`src/rtl/tap_stability_monitor_if.sv`:
```
`default_nettype none
// ============================================================================
// Module   : tap_stability_monitor_if
// Brief    : Tap inputs, output queue handshake and status of the tap monitor.
// Revision : 1.0
// ============================================================================
interface tap_stability_monitor_if #(
    parameter int N     = 3,
    parameter int CNT_W = 8
);
    logic [N-1:0]     tap0;
    logic [N-1:0]     tap1;
    logic [N-1:0]     tap2;
    logic [N-1:0]     out_word;
    logic             out_valid;
    logic             out_ready;
    logic             locked;
    logic [CNT_W-1:0] change_cnt;
    logic             overflow;

    // master: the monitor itself; slave: tap source and word consumer
    modport master (
        input  tap0, tap1, tap2, out_ready,
        output out_word, out_valid, locked, change_cnt, overflow
    );

    modport slave (
        output tap0, tap1, tap2, out_ready,
        input  out_word, out_valid, locked, change_cnt, overflow
    );
endinterface
`default_nettype wire

```
`src/rtl/tap_stability_monitor.sv`:
```
`default_nettype none
// ============================================================================
// Module   : tap_stability_monitor
// Brief    : Detects when three delay taps agree for STABLE_CYCLES clocks and
//            emits each settled word once through a 2-entry output queue.
//            Optional TSM_DEDUP_EN suppresses re-emitting the last word.
// Revision : 1.0
// ============================================================================
module tap_stability_monitor #(
    parameter int N             = 3,
    parameter int STABLE_CYCLES = 4,
    parameter int CNT_W         = 8
) (
    input  logic clk,
    input  logic reset,
    tap_stability_monitor_if.master bus
);

    localparam int RUN_W = (STABLE_CYCLES > 1) ? $clog2(STABLE_CYCLES) : 1;
    localparam logic [RUN_W-1:0] c_RUN_LAST = RUN_W'(STABLE_CYCLES - 1);
    localparam logic [CNT_W-1:0] c_CNT_MAX  = {CNT_W{1'b1}};

    typedef enum logic [1:0] {
        ST_UNSTABLE = 2'd0,
        ST_COUNTING = 2'd1,
        ST_LOCKED   = 2'd2
    } state_t;

    state_t           r_state;
    logic [N-1:0]     r_cand;
    logic [RUN_W-1:0] r_run;
    logic             r_locked;
    logic [CNT_W-1:0] r_chg;
    logic [N-1:0]     r_mem0;
    logic [N-1:0]     r_mem1;
    logic             r_wr;
    logic             r_rd;
    logic [1:0]       r_count;
    logic             r_ovf;

    logic w_match;
    logic w_hold;
    logic w_lock_now;
    logic w_push;
    logic w_pop;
    logic w_full;

    assign w_match    = (bus.tap0 == bus.tap1) && (bus.tap1 == bus.tap2);
    assign w_hold     = w_match && (bus.tap2 == r_cand);
    assign w_lock_now = (r_state == ST_COUNTING) && w_hold && (r_run == c_RUN_LAST);
    assign w_pop      = (r_count != 2'd0) && bus.out_ready;
    assign w_full     = (r_count == 2'd2);

`ifdef TSM_DEDUP_EN
    logic [N-1:0] r_last_word;
    logic         r_last_vld;

    assign w_push = w_lock_now && !(r_last_vld && (r_cand == r_last_word));

    always_ff @(posedge clk or negedge reset) begin
        if (!reset) begin
            r_last_word <= '0;
            r_last_vld  <= 1'b0;
        end else if (w_push) begin
            r_last_word <= r_cand;
            r_last_vld  <= 1'b1;
        end
    end
`else
    assign w_push = w_lock_now;
`endif

    always_ff @(posedge clk or negedge reset) begin
        if (!reset) begin
            r_state  <= ST_UNSTABLE;
            r_cand   <= '0;
            r_run    <= '0;
            r_locked <= 1'b0;
            r_chg    <= '0;
        end else begin
            case (r_state)
                ST_UNSTABLE: begin
                    if (w_match) begin
                        r_state <= ST_COUNTING;
                        r_cand  <= bus.tap2;
                        r_run   <= RUN_W'(1);
                    end
                end
                ST_COUNTING: begin
                    if (!w_hold) begin
                        r_state <= ST_UNSTABLE;
                        r_run   <= '0;
                    end else if (r_run == c_RUN_LAST) begin
                        r_state  <= ST_LOCKED;
                        r_locked <= 1'b1;
                    end else begin
                        r_run <= r_run + RUN_W'(1);
                    end
                end
                ST_LOCKED: begin
                    if (!w_hold) begin
                        r_state  <= ST_UNSTABLE;
                        r_run    <= '0;
                        r_locked <= 1'b0;
                        if (r_chg != c_CNT_MAX) begin
                            r_chg <= r_chg + CNT_W'(1);
                        end
                    end
                end
                default: begin
                    r_state  <= ST_UNSTABLE;
                    r_run    <= '0;
                    r_locked <= 1'b0;
                end
            endcase
        end
    end

    // A pop in the same cycle frees a slot, so a push into a full queue
    // only drops when the consumer is not taking the head.
    always_ff @(posedge clk or negedge reset) begin
        if (!reset) begin
            r_mem0  <= '0;
            r_mem1  <= '0;
            r_wr    <= 1'b0;
            r_rd    <= 1'b0;
            r_count <= 2'd0;
            r_ovf   <= 1'b0;
        end else begin
            if (w_pop) begin
                r_rd <= ~r_rd;
            end
            if (w_push && (!w_full || w_pop)) begin
                if (r_wr) begin
                    r_mem1 <= r_cand;
                end else begin
                    r_mem0 <= r_cand;
                end
                r_wr <= ~r_wr;
                if (!w_pop) begin
                    r_count <= r_count + 2'd1;
                end
            end else begin
                if (w_pop) begin
                    r_count <= r_count - 2'd1;
                end
                if (w_push) begin
                    r_ovf <= 1'b1;
                end
            end
        end
    end

    assign bus.out_valid  = (r_count != 2'd0);
    assign bus.out_word   = (r_count == 2'd0) ? '0 : (r_rd ? r_mem1 : r_mem0);
    assign bus.locked     = r_locked;
    assign bus.change_cnt = r_chg;
    assign bus.overflow   = r_ovf;

endmodule
`default_nettype wire

```
`src/flat_wrapper.sv`:
```
// flat-port wrapper written by rule: the top's interface ports become plain ports
module tap_stability_monitor_flat 
#(
    parameter int N             = 3,
    parameter int STABLE_CYCLES = 4,
    parameter int CNT_W         = 8
)
  (clk, reset, bus_tap0, bus_tap1, bus_tap2, bus_out_ready, bus_out_word, bus_out_valid, bus_locked, bus_change_cnt, bus_overflow);
  tap_stability_monitor_if #(.N(N), .CNT_W(CNT_W)) bus_i ();
  input  logic clk;
  input  logic reset;
  input wire logic [$bits(bus_i.tap0)-1:0] bus_tap0;
  input wire logic [$bits(bus_i.tap1)-1:0] bus_tap1;
  input wire logic [$bits(bus_i.tap2)-1:0] bus_tap2;
  input wire logic [$bits(bus_i.out_ready)-1:0] bus_out_ready;
  output wire logic [$bits(bus_i.out_word)-1:0] bus_out_word;
  output wire logic [$bits(bus_i.out_valid)-1:0] bus_out_valid;
  output wire logic [$bits(bus_i.locked)-1:0] bus_locked;
  output wire logic [$bits(bus_i.change_cnt)-1:0] bus_change_cnt;
  output wire logic [$bits(bus_i.overflow)-1:0] bus_overflow;
  assign bus_i.tap0 = bus_tap0;
  assign bus_i.tap1 = bus_tap1;
  assign bus_i.tap2 = bus_tap2;
  assign bus_i.out_ready = bus_out_ready;
  assign bus_out_word = bus_i.out_word;
  assign bus_out_valid = bus_i.out_valid;
  assign bus_locked = bus_i.locked;
  assign bus_change_cnt = bus_i.change_cnt;
  assign bus_overflow = bus_i.overflow;
  tap_stability_monitor #(.N(N), .STABLE_CYCLES(STABLE_CYCLES), .CNT_W(CNT_W)) u_core (.clk(clk), .reset(reset), .bus(bus_i));
endmodule
```
`config.mk`:
```
export PLATFORM = sky130hd
export DESIGN_NAME = tap_stability_monitor_flat
export DESIGN_NICKNAME = d
export VERILOG_FILES = /design/src/rtl/tap_stability_monitor_if.sv /design/src/rtl/tap_stability_monitor.sv /design/src/flat_wrapper.sv
export SDC_FILE = /design/constraint.sdc
export NUM_CORES = 1
export LEC_CHECK = 0
export CORE_MARGIN = 2
export CORE_UTILIZATION = 43
export CTS_CLUSTER_SIZE = 10
export DETAILED_ROUTE_END_ITERATION = 6
export HOLD_SLACK_MARGIN = 0.08
export PLACE_DENSITY = 0.77
export SLEW_MARGIN = 10
export SYNTH_ARGS = -nofsm -noshare
export SYNTH_HDL_FRONTEND = slang
export SYNTH_SLANG_ARGS = --single-unit
```
`constraint.sdc`:
```
create_clock -name clk -period 2.4 [get_ports clk]
set_input_delay 0.36 -clock clk [delete_from_list [all_inputs] [get_ports clk]]
set_output_delay 0.36 -clock clk [all_outputs]
set_load 0.01 [all_outputs]
```
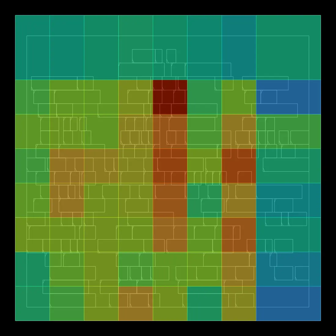
Run 1: track usage over the die
met1 Track Usage GR: 20.67%
fin util: 57.68%
met2 Track Usage GR: 31.16%
Total Routing Usage GR: 17.39%

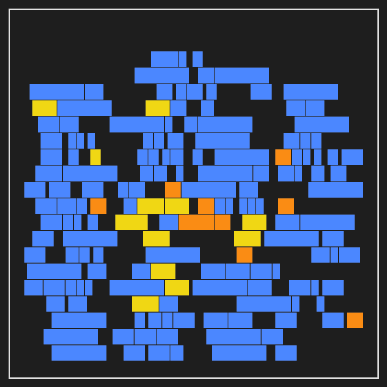
Run 1: drive-strength map
Scale: 6 px per µm.
| colour | size | cells |
|---|---|---|
| blue | _0 and _1 cells | 142 |
| yellow | _2 cells | 12 |
| orange | _3 and _4 cells | 9 |
Buffers excl. clock: 30
final instance area: 1775 µm²
area grow syn2layout: 26.02%

==> qor.yml, run 1 <==
run_status:
  status: "finished, final reports clean"
clocking:
  path_clk_slew_ps: 140
  insertion_delay_ps: 330
  clockBufferDepth: 2
  cts_sinks: 27
  h-tree-depth: 1
  clk_root_buffer_cell: "clkbuf_4"
  tritoncts: "done"
  post_cts_resized: 0
  cts_made_buffers: 3
synth:
  synth-adder-area-share_pct: 1.776
  ys_sh_mux_pct: 10.92
  topCellsByArea: "dfrtp_1 48%, mux2_1 4.8%, mux2_2 4.0%"
  syn_area_per_cell_um2: 10.84
  ys_sh_simple_pct: 22.91
  yosysWarnings: 0
  ys_seq_share_pct: 47.96
  postSynthCellCount: 130
  syn-num-nets: 144
  ys_area_um2: 1409
  synth-seq-cells: 27
  ys_sh_xor_pct: 6.217
  logic_family: "simple AND/OR/NAND/NOR gates"
pwr:
  ir_drop_v: 0.0002891
  seqPwrFrac_pct: 63.2
  top_power_group: "sequential cells"
  clkPwrFrac_pct: 25.4
  clk-power_uw: 199
  seq-power_uw: 494
  p_sw_uw: 197.4
  p_leak_uw: 0.0008334
  power_switching_share_pct: 25.24
  p_per_area_nw_per_um2: 440.6
floorplan:
  rows: 20
  core_area_um2: 3078
  die_area_um2: 3750
  die_y_um: 61.24
worst_setup_path:
  crit_required_ps: 2040
  path_class: "flop to output port"
  crit_arrival_ps: 1700
  slowest_stage: "clkdlybuf4s50_1"
  worstReg2RegEnd: "u_core.r_mem0[0]"
  cp_cell_sequence: "nor2_1 -> inv_1 -> clkdlybuf4s50_1"
  worstPathMaxFanout: 7
  timing.rr.start: "u_core.r_run[0]"
  crit_end: "bus_out_valid"
  r2r_setup_slack_ps: 490
  startpoint_type: "flop"
  critical-path-max-stage-delay_ps: 490
  reg2regPathDepth: 5
  crit_family: "buffers and inverters"
layout:
  nets: 178
  lay_top_cells: "27 x dfrtp_1, 25 x clkdlybuf4s50_1, 11 x nor2_1"
  final_layout_size_suffix_gt1_share_pct: 12.88
  final_common_cell: "dfrtp_1"
routing:
  routedWlPerCell_um: 13.48
  drc: 0
  met1_length_mm: 1.208
  via_per_inst: 5.242
  wl_met2_mm: 1.440
  final_antenna_net_count: 0
  highest_layer: "met4"
sta:
  setup_viol: 0
  max_slew_margin_pct: 68.30
  slew_violations: 0
  timing.final.ws_setup_ps: 339.4
  fin_skew_ps: 3.667
  worst_pin_slew_ps: 474.5
  fin_tns_setup_ps: 0
  period_used_pct: 85.86
grt:
  antenna_found_initial: 0
  overflow: 0
  grt_most_used_layer: "met2"
  grt_util_met3_pct: 3.992
placement:
  dp_hpwl_mm: 2.156
  place_ws_ps: 141.4
  place_area_um2: 1748
  gp_congestion: 0.8083
worst_hold_path:
  hp-class: "primary input to asynchronous set/reset pin"
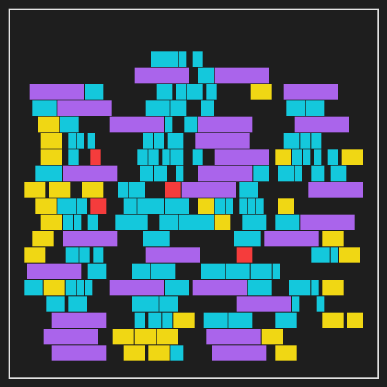
Run 1: cell classes on the final placement
Scale: 6 px per µm.
| colour | class | cells | share of their area |
|---|---|---|---|
| yellow | remaining buffers and delay cells | 30 | 17% |
| purple | sequential cells | 27 | 39% |
| cyan | combinational and other logic | 102 | 42% |
| red | clock drivers and dummy loads | 4 | 1.6% |

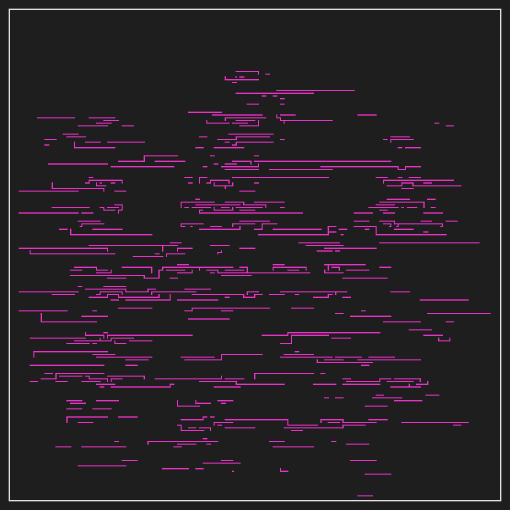
Run 1: the metal 1 layer
Scale: 8 px per µm.
share of all routed wire: 43%
wire length on this layer: 1210 µm
main direction: horizontal
vias: 1085
final wirelength: 2.790 mm

-- run 1: metrics by stage --
step | std cells | hold slack, ps | power (µW)
floorplan | 130 | 64.41 | 543.6
global placement | 203 | 443.9 | 588.9
detailed placement | 203 | 468.6 | 594.3
CTS | 207 | 384.2 | 792.8
global route | 207 | 401.9 | 823.1
finish | 207 | 379.3 | 782.2
-- run 1: area by class of cell --
type	instances	area, µm²
Clock inverter	1	5.005
Inverter	3	11.26
Tap cell	44	55.05
Timing Repair Buffer	30	287.8
Sequential cell	27	675.6
Clock buffer	3	22.52
Fill cell	286	1303
Multi-Input combinational cell	99	718.2
-- run 1: flip-flops by register name, indices dropped and copies added, names as in the netlist --
register	flops
u_core.bus.change_cnt	8
u_core.r_cand	3
u_core.r_mem0	3
u_core.r_mem1	3
u_core.r_count	2
u_core.r_run	2
u_core.r_state	2
u_core.bus.locked	1
u_core.bus.overflow	1
u_core.r_rd	1
u_core.r_wr	1
-- run 1: synthesized netlist by cell type --
master	instances
ha_1	2
xnor2_1	4
mux2i_1	3
mux2_1	6
or3_1	1
nor4_2	1
nand2b_1	1
o31ai_1	2
xor2_1	6
and4_1	2
dfrtp_1	27
nand3b_2	1
nor2_1	11
a21oi_1	5
o22ai_2	1
nor3_1	7
nand3_1	9
o221ai_2	1
nand3b_1	3
nor3b_2	1
inv_1	3
clkbuf_1	1
nor3b_1	2
mux2_2	5
and3_1	3
nand2_1	8
and2b_1	1
a21o_1	2
o211ai_2	1
o21ai_0	2
nor3_4	1
a211o_1	1
o41ai_1	1
nor2b_1	3
a31oi_1	1
nand4_1	1
Run 1, zoomed window:
Window x 3 to 28, y 33 to 58 µm. Cells in grey, sequential cells in the stronger grey; small squares are vias.
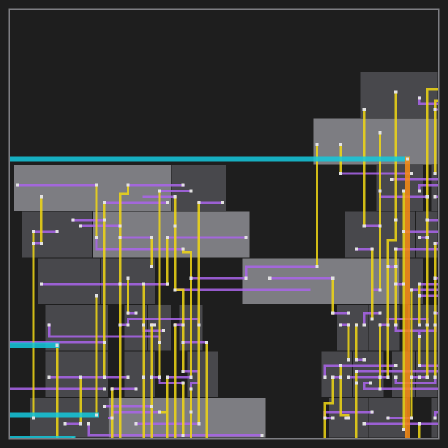

--- run 2 (diff from run 1) ---
Settings changed: CORE_UTILIZATION 43 to 51, HOLD_SLACK_MARGIN 0.08 to 0.05, PLACE_DENSITY 0.77 to 0.87.
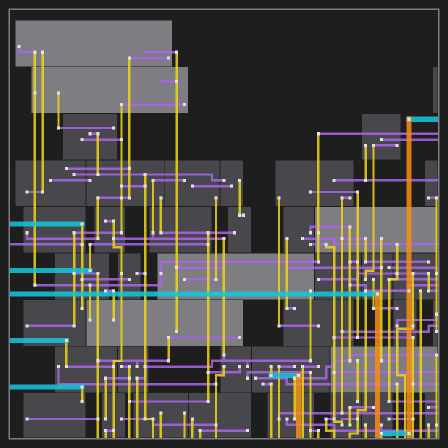
Run 2: zoomed window
Window x 2 to 27, y 30 to 55 µm. Cells in grey, sequential cells in the stronger grey; small squares are vias.
| colour | layer |
|---|---|
| orange | metal 4 |
| cyan | metal 3 |
| yellow | metal 2 |
| purple | metal 1 |
most frequent: nand3_1 (6), clkdlybuf4s50_1 (6), dfrtp_1 (6)
netlist names of flops here include: `u_core.bus.change_cnt` (4), `u_core.r_run` (2)
cells with their middle in the window: 37
sequential cells in the window: 6

==> run 2 against run 1 <==
Clock power hardly changed. First-iteration DRC count is 6.5% lower. Critical path depth stayed put. Power is 0.88% higher. Register-to-register slack hardly changed. Core utilization is 7.5 points higher. Setup slack better by 11 ps. Combinational power is 4.7% higher. Non-clock buffer count is 1 lower. Via count is 4.8% higher. Critical endpoint unchanged. Largest cell class unchanged.
==> qor.yml, run 2 <==
run_status:
  status: "finished, final reports clean"
clocking:
  tritoncts: "done"
  clk_root_buffer_cell: "clkbuf_4"
  clockBufferDepth: 2  # unchanged
  cts_made_buffers: 3  # unchanged
  post_cts_resized: 0  # unchanged
  path_clk_slew_ps: 140  # about the same
routing:
  wl_mm: 3.081  # +10%
  via_per_inst: 5.891  # +12%
  routedWlPerCell_um: 15.96  # +18%
worst_hold_path:
  hp-class: "primary input to asynchronous set/reset pin"
synth:
  syn-num-nets: 144  # unchanged
  synth_top_cell_by_count: "dfrtp_1"
  synth-edff-count: 0  # unchanged
  topCellsByArea: "dfrtp_1 48%, mux2_1 4.8%, mux2_2 4.0%"
  synth-main-ff-cell: "dfrtp_1"
  top_cells_by_count: "27 x dfrtp_1, 11 x nor2_1, 9 x nand3_1"
  postSynthCellCount: 130  # unchanged
  synthArstFlopShare_pct: 100.0  # unchanged
  yosysWarnings: 0  # unchanged
sta:
  max_slew_margin_pct: 66.63  # -1.7 points
  setup_viol: 0  # unchanged
worst_setup_path:
  worstPathMaxFanout: 7  # unchanged
  startpoint_type: "flop"
  path_class: "flop to output port"
layout:
  nNonClkBuffers: 29  # -3.3%
  nets: 177  # -0.56%
  comb_area_share_pct: 41.03  # +0.58 points
  seqCellArea_um2: 675.6  # unchanged
  flops: 27  # unchanged
  inverters_excl_clock: 3  # unchanged
  largest_class: "multi-input combinational cells"
  sh_seq_area_pct: 38.60  # +0.54 points
  largest_reg_flops: 8  # unchanged
  comb_cells: 99  # unchanged
grt:
  overflow: 0  # unchanged
placement:
  gp_congestion: 0.7784  # -3.7%
pwr:
  ir_drop_v: 0.0003833  # +33%
  p_per_area_nw_per_um2: 450.8  # +2.3%
floorplan:
  die_area_um2: 3199  # -15%
  die_y_um: 56.56  # -7.6%
run 2: cell counts after synthesis:
Identical to the previous run, type by type.
run 2: cells by family (layout without fill, tap and decap cells):
kind of cell / Yosys count / after routing / share of synthesized area [%]
compound gates: 17 / 17 / 9.146
xor+xnor: 10 / 10 / 6.216
fa+ha+maj: 2 / 2 / 1.776
buf+inv: 4 / 36 / 1.065
flops: 27 / 27 / 47.96
mux: 14 / 14 / 10.92
simple gates: 56 / 56 / 22.91
run 2: path summary, 6_finish.rpt:
path                                             to  slack (ps)           startpoint  cells after the start
worst min-delay path               u_core.r_mem1[1]         380                reset                      2
worst min register to register  u_core.bus.overflow         490  u_core.bus.overflow                      1
worst max-delay path                  bus_out_valid         350    u_core.r_count[0]                      3
max in group asynchronous          u_core.r_mem1[2]        1770                reset                      2
worst max register to register     u_core.r_mem0[2]         490      u_core.r_run[0]                      5
min in group clk                u_core.bus.overflow         490  u_core.bus.overflow                      1
run 2: stage by stage:
step                      setup slack [ps]  area (µm²)  cells  hold slack, ps  power [µW]
after global placement               142.2        1724    189           451.6       589.2
after CTS                            338.1        1750    193           385.0       798.0
after floorplan                      619.0        1409    130           64.41       543.6
final                                350.6        1750    193           381.6       789.1
after global routing                 227.6        1750    193           417.9       819.8
after detailed placement             60.46        1724    189           460.6       600.3
run 2: routing by layer:
layer  routed length [µm]  GRT usage [%]  vias up  part of all wire [%]
li1                     -              -      535                     -
met1                 1243          25.49      560                    40
met2                 1598          37.54       31                    52
met3                  135          2.765       11                   4.4
met4                  104          10.20        0                   3.4
met5                    0              0        -                     0
run 2: where the power goes:
group	internal [µW]	switching, µW
combinational	49.0	44.1
sequential	472	25.0
clock	65.2	134
total	586	203
Power figures rest on the tool's default switching activity, not on a simulated workload.
